## src/rtl/load_store_unit.sv

```systemverilog
// Load/store unit between EX/MEM and the word-organised data_memory: sub-word
// read-modify-write, load extraction/extension. Optional LSU_MISALIGN_TRAP_EN traps misaligned half/word accesses.
module load_store_unit #(
  parameter int WIDTH  = 32,
  parameter int VOLUME = 64
) (
  input  logic                       clk,
  input  logic                       rst_n,
  input  logic                       req_valid,
  output logic                       req_ready,
  input  logic                       req_we,
  input  logic [1:0]                 req_size,
  input  logic                       req_signed,
  input  logic [31:0]                req_addr,
  input  logic [WIDTH-1:0]           req_wdata,
  output logic                       rsp_valid,
  output logic [WIDTH-1:0]           rsp_rdata,
  output logic                       rsp_err,
  output logic [$clog2(VOLUME)-1:0]  mem_addr,
  output logic [WIDTH-1:0]           mem_d_in,
  output logic                       mem_we,
  input  logic [WIDTH-1:0]           mem_d_out
);
  localparam int ADDR_WIDTH = $clog2(VOLUME);

  typedef enum logic [1:0] {IDLE, ACCESS, WRITE, RESP} state_e;

  state_e                  state_q, state_d;
  logic                    we_q, we_d;
  logic [1:0]              size_q, size_d;
  logic                    signed_q, signed_d;
  logic [ADDR_WIDTH+1:0]   addr_q, addr_d;
  logic [WIDTH-1:0]        wdata_q, wdata_d;
  logic [WIDTH-1:0]        merged_q, merged_d;
  logic [WIDTH-1:0]        rdata_q, rdata_d;

  logic                    misalign;
  logic                    sub_store;
  logic [7:0]              rd_byte;
  logic [15:0]             rd_half;
  logic [WIDTH-1:0]        load_data;
  logic [WIDTH-1:0]        merged;
  logic                    unused_addr;

  // Address bits above the memory are dropped, so accesses wrap.
  assign unused_addr = ^req_addr[31:ADDR_WIDTH+2];

`ifdef LSU_MISALIGN_TRAP_EN
  assign misalign = ((size_q == 2'b01) && addr_q[0]) || (size_q[1] && (addr_q[1:0] != 2'b00));
`else
  assign misalign = 1'b0;
`endif

  assign sub_store = we_q && !size_q[1];
  assign rd_byte   = mem_d_out[{addr_q[1:0], 3'b000} +: 8];
  assign rd_half   = mem_d_out[{addr_q[1], 4'b0000} +: 16];

  always_comb begin
    // NOTE: every combinational output gets a default first so no latch is inferred.
    load_data = mem_d_out;
    merged    = mem_d_out;
    unique case (size_q)
      2'b00: begin
        load_data = {{(WIDTH-8){signed_q & rd_byte[7]}}, rd_byte};
        merged[{addr_q[1:0], 3'b000} +: 8] = wdata_q[7:0];
      end
      2'b01: begin
        load_data = {{(WIDTH-16){signed_q & rd_half[15]}}, rd_half};
        merged[{addr_q[1], 4'b0000} +: 16] = wdata_q[15:0];
      end
      default: merged = wdata_q;
    endcase
  end

  // FSM: state register
  always_ff @(posedge clk or negedge rst_n) begin
    // NOTE: sequential state uses non-blocking assignments so all flops update together.
    if (!rst_n) state_q <= IDLE;
    else        state_q <= state_d;
  end

  // FSM: next state
  always_comb begin
    state_d = state_q;
    unique case (state_q)
      IDLE:    if (req_valid) state_d = ACCESS;
      ACCESS:  state_d = (sub_store && !misalign) ? WRITE : RESP;
      WRITE:   state_d = RESP;
      default: state_d = IDLE;
    endcase
  end

  // FSM: outputs
  always_comb begin
    req_ready = 1'b0;
    rsp_valid = 1'b0;
    mem_we    = 1'b0;
    mem_d_in  = '0;
    unique case (state_q)
      IDLE:   req_ready = 1'b1;
      ACCESS: if (we_q && size_q[1] && !misalign) begin
        mem_we   = 1'b1;
        mem_d_in = wdata_q;
      end
      WRITE: begin
        mem_we   = 1'b1;
        mem_d_in = merged_q;
      end
      default: rsp_valid = 1'b1;
    endcase
  end

  assign rsp_err   = rsp_valid & misalign;
  assign rsp_rdata = rdata_q;
  assign mem_addr  = addr_q[ADDR_WIDTH+1:2];

  // Request capture and datapath next state
  always_comb begin
    we_d     = we_q;
    size_d   = size_q;
    signed_d = signed_q;
    addr_d   = addr_q;
    wdata_d  = wdata_q;
    merged_d = merged_q;
    rdata_d  = rdata_q;
    if (state_q == IDLE && req_valid) begin
      we_d     = req_we;
      size_d   = req_size;
      signed_d = req_signed;
      addr_d   = req_addr[ADDR_WIDTH+1:0];
      wdata_d  = req_wdata;
    end
    if (state_q == ACCESS) begin
      rdata_d = (we_q || misalign) ? '0 : load_data;
      if (sub_store) merged_d = merged;
    end
  end

  always_ff @(posedge clk or negedge rst_n) begin
    if (!rst_n) begin
      we_q     <= 1'b0;
      size_q   <= 2'b00;
      signed_q <= 1'b0;
      addr_q   <= '0;
      wdata_q  <= '0;
      merged_q <= '0;
      rdata_q  <= '0;
    end else begin
      we_q     <= we_d;
      size_q   <= size_d;
      signed_q <= signed_d;
      addr_q   <= addr_d;
      wdata_q  <= wdata_d;
      merged_q <= merged_d;
      rdata_q  <= rdata_d;
    end
  end
endmodule

```

## config.mk

```make
export PLATFORM = sky130hd
export DESIGN_NAME = load_store_unit
export DESIGN_NICKNAME = d
export VERILOG_FILES = /design/src/rtl/load_store_unit.sv
export SDC_FILE = /design/constraint.sdc
export NUM_CORES = 1
export LEC_CHECK = 0
export CAP_MARGIN = 20
export CORE_MARGIN = 4
export CORE_UTILIZATION = 45
export CTS_CLUSTER_SIZE = 28
export DETAILED_ROUTE_END_ITERATION = 8
export PLACE_DENSITY = 0.78
export SLEW_MARGIN = 20
export SYNTH_ARGS = -nofsm -noshare
export SYNTH_HDL_FRONTEND = slang
export SYNTH_SLANG_ARGS = --single-unit
```

## constraint.sdc

```tcl
create_clock -name clk -period 6.9 [get_ports clk]
set_clock_uncertainty 0.15 [all_clocks]
set_input_delay 1.38 -clock clk [delete_from_list [all_inputs] [get_ports clk]]
set_output_delay 1.38 -clock clk [all_outputs]
set_load 0.02 [all_outputs]
```

==> impl_metrics.csv <==
group,metric,value,unit
synth,yosysMostFrequentCell,"dfrtp_1",
critical_path,setup.reg_to_reg.worst_slack,3.77,ns
placed_design,buffer_ports.inserted,151,
final_timing,max-slew-margin-rel,0.4143,
synth,synth_cell_type_count,51,
synth,most_common_reg_cell,"dfrtp_1",
critical_path,cp.arrival,2.85,ns
power_and_ir_drop,cellPowerDensity,451.9,nW/um^2
power_and_ir_drop,max-vdd-ir-drop,309.8,uV
final_timing,pins_over_their_slew_limit,0,
placed_design,place.detailed.hpwl,12980,microns
critical_path,critPathMaxStageDelay,0.63,ns
final_timing,timing.final.ws_setup,2.521,ns
job,cap_viol_max_count,0,
clock_tree,cts_sinks,110,
clock_tree,maximum_clock_insertion_buffer_count,2,
synth,seq_cells_post_synth,110,
clock_tree,cts_hold_buffers,0,
final_timing,setup_violations,0,
critical_path,worst-endpoint-required,5.37,ns
finish,final_cell_count_no_fill,859,
drt,route.detailed.wl_per_inst,21.42,microns
critical_path,cp_slowest_cell,"clkdlybuf4s50_1",
floorplanning,height_of_the_chip,126.0,microns
final_timing,max_freq,228.4,MHz
drt,first_iter_violations,325,
clock_tree,clock_tree_from_tritoncts,"done",
clock_tree,root_buffer,"clkbuf_16",
power_and_ir_drop,total_leakage_power,3.353,nW
global_routing,grt_antenna_before_repair,0,
finish,nets,790,
synth,synth.yosys.num_cells,572,
synth,synth_top_cell_by_area,"dfrtp_1",
synth,synth.avg_cell_area,10.95,sq um
synth,yosys-top-cells-count,"dfrtp_1, mux2_2, a22oi_1, nor2b_1, mux2i_1",
critical_path,timing_worst_setup_path_type,"reg -> out",
synth,synth.yosys.warnings,0,
synth,synth-edff-count,0,
drt,drt-vias-per-instance,6.113,
floorplanning,die-width,126.0,microns
finish,fillCellCount,1132,
synth,postSynthNetCount,684,
job,warnings,57,
finish,post_route_cells_drive_above_1_share,0.1420,
critical_path,worst_setup_path_end_kind,"output pin",
clock_tree,cts_inserted_buffers,9,
final_timing,worst-slew-pin-transition,0.8786,ns
finish,area_growth_syn_to_layout,28.38,%
critical_path,setup.worst_path.start_class,"register",
clock_tree,cts.repair.resized,0,
drt,final_antenna_net_count,0,
drt,route.detailed.drc,0,
synth,netlist_area,6265,sq um
final_timing,minimum_clock_period,4.379,ns
global_routing,grt-ovfl-total,0,
synth,netlist_instances,572,
synth,yosys.stat.seqShare,0.4394,
synth,synth_async_reset_ratio,1.000,
global_routing,via_count_of_the_first_global_routing_pass,5181,
hold_path,hold_path.class,"reg -> reg",
synth,ys_area,6265,sq um
clock_tree,htree_num_levels,3,
final_timing,final.setup.tns,0,ns
critical_path,path_cells,"inv_1 > ha_1 > and3_1 > buf_4 > a22oi_1 > nor2b_1 > clkdlybuf4s50_1",
finish,n_antenna_cell,0,
final_timing,finalClockPeriodUsage,0.6346,
final_timing,hold_viol_final,0,
synth,synth_top_area_cells,"dfrtp_1, mux2_2, mux2i_1",
drt,detail_route.first_pass.iterations,5,
global_routing,global_route_wire_length_before_repair,29040,microns
placed_design,preCtsSetupSlack,2.930,ns
critical_path,worstPathMaxFanout,33,
placed_design,detailed_place.area,7701,sq um
placed_design,placed_cells,842,
synth,yosysTopAreaCellShare,0.4394,
run_status,outcome,"finished clean",
clock_tree,postCtsSetupBuffers,0,
global_routing,grt_start_max_net_pins,65,
floorplanning,die_area,15870,sq um
clock_tree,cts.clk_slew.worst_paths,0.07,ns
floorplanning,io-pin-count,177,
placed_design,routability_congestion_estimate_from_global_placement,0.8889,
clock_tree,insertion_delay,0.36,ns
final_timing,unrepaired_setup_endpoints_after_global_routing,"false",
[state kept, by name (all words and copies together), names as in the netlist]
signal and cells:
merged_q 32, rsp_rdata 32, wdata_q 32, addr_q 8, size_q 2, state_q 2
signed_q 1, we_q 1
[worst paths after layout]
| check | startpoint | endpoint | depth (start not counted) |
|---|---|---|---|
| worst min register to register | merged_q[5] | merged_q[5] | 1 |
| worst max register to register | addr_q[0] | merged_q[21] | 6 |
| max in group asynchronous | rst_n | addr_q[1] | 2 |
| worst max-delay path | state_q[1] | mem_d_in[15] | 7 |
| min in group asynchronous | rst_n | wdata_q[22] | 1 |
| worst min-delay path | merged_q[5] | merged_q[5] | 1 |
[layer usage]
layer,part of all wire,GRT usage
met1,0.45,0.3239
met2,0.45,0.3502
met3,0.083,0.04953
met4,0.021,0.07760
met5,0,0
[worst max-delay path, delay by kind of cell (launching register included)]
family	cells	cell delay (ns)
AND-OR/OR-AND	1	0.12
adder cells (fa/ha/maj)	1	0.44
buffers and inverters	3	1.08
flip-flops	1	0.41
AND/OR/NAND/NOR	2	0.42
[power breakdown]
part	internal (mW)	total [mW]	switching, mW
Sequential	0.920	1.20	0.283
Clock	0.322	0.555	0.233
Combinational	0.885	1.88	0.991
Total	2.13	3.63	1.51
[final cells by class]
class | count | area [sq um] | share of cell area
Multi-Input combinational cell | 379 | 3093 | 0.3846
Inverter | 19 | 71.32 | 0.008867
Clock inverter | 2 | 37.54 | 0.004667
Timing Repair Buffer | 159 | 1582 | 0.1966
Tap cell | 176 | 220.2 | 0.02738
Sequential cell | 110 | 2755 | 0.3426
Clock buffer | 14 | 284.0 | 0.03531
[metrics by stage]
| step | power (mW) | hold WS [ns] |
|---|---|---|
| after global routing | 3.866 | 0.3513 |
| after detailed placement | 3.076 | 0.3203 |
| final | 3.634 | 0.3324 |
| after CTS | 3.637 | 0.3354 |
| after global placement | 3.019 | 0.3133 |
| after floorplan | 2.490 | 0.2942 |
[placed cells by master, fill, tap and decap left out, drive strengths merged, types with 5 or more instances in the layout]
master,count
nor2b,39
inv,18
nand2,19
o2bb2ai,5
a22oi,38
mux2i,30
dfrtp,110
o41ai,8
a211oi,13
clkbuf,14
a2111oi,16
a221oi,29
ha,9
a221o,16
a21o,22
buf,9
and2,6
o21ai,13
a21oi,23
mux2,47
clkdlybuf4s50,150
nor2,6
[cell families after synthesis]
| logic type | after synthesis | synth area share |
|---|---|---|
| compound gates | 208 | 0.2580 |
| flops | 110 | 0.4394 |
| buf+inv | 83 | 0.06730 |
| simple gates | 83 | 0.08009 |
| mux | 78 | 0.1366 |
| fa+ha+maj | 9 | 0.01798 |
| other cells | 1 | 0.0005986 |
final_congestion.png
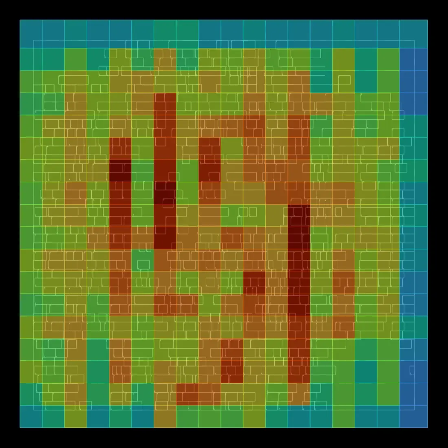
Total GRT Usage: 0.2288
met1 routing resource usage after global routing: 0.3239
GRT met3 Usage: 0.04953

density.png
13 x 13 tiles, from white (low) to dark blue (high), 0 to 100% covered.
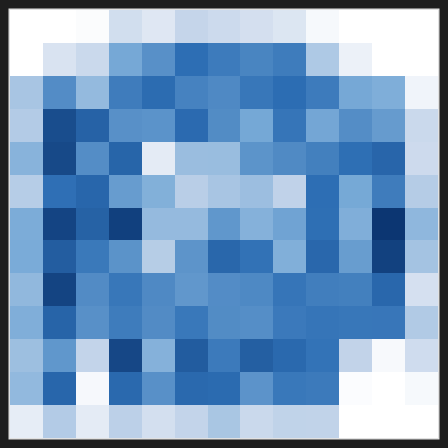
The fullest tile reaches 98%. 7.7% of the tiles are nearly empty. The densest ninth of the die: west.
area inside the core boundary: 13,450 sq um
final design utilization: 0.5978
core utilization before placement: 0.4657

met1.png
Supply wires on this layer in grey.
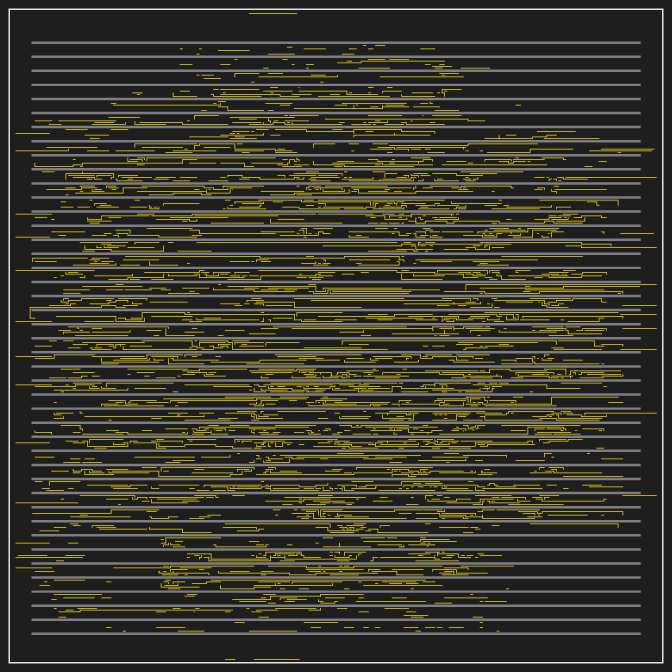
The layer carries 8,210 microns of wire. The wires run mostly horizontal. The longest straight run is 41.4 microns. 656 nets have wire on it.
post-detailed-routing wire length: 18,400 microns
vias: 5,251

cell_classes.png
Bar = 50 microns. Fill, decap, tap and diode cells in grey.
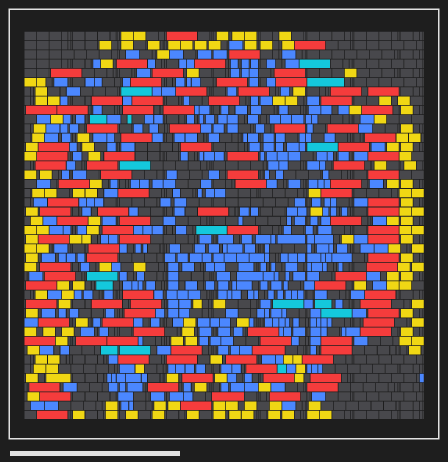
Key: red = flip-flops [cells 110, share of their area 35%]; blue = all other logic [cells 398, share of their area 40%]; yellow = other buffers and delay cells [cells 159, share of their area 20%]; cyan = clock drivers and dummy loads [cells 16, share of their area 4.1%]
final cell area excluding filler cells: 8043 sq um
flip-flop and latch share of the layout cell area: 0.3426
number of core rows: 42

Power is estimated from default activity; no workload was simulated.
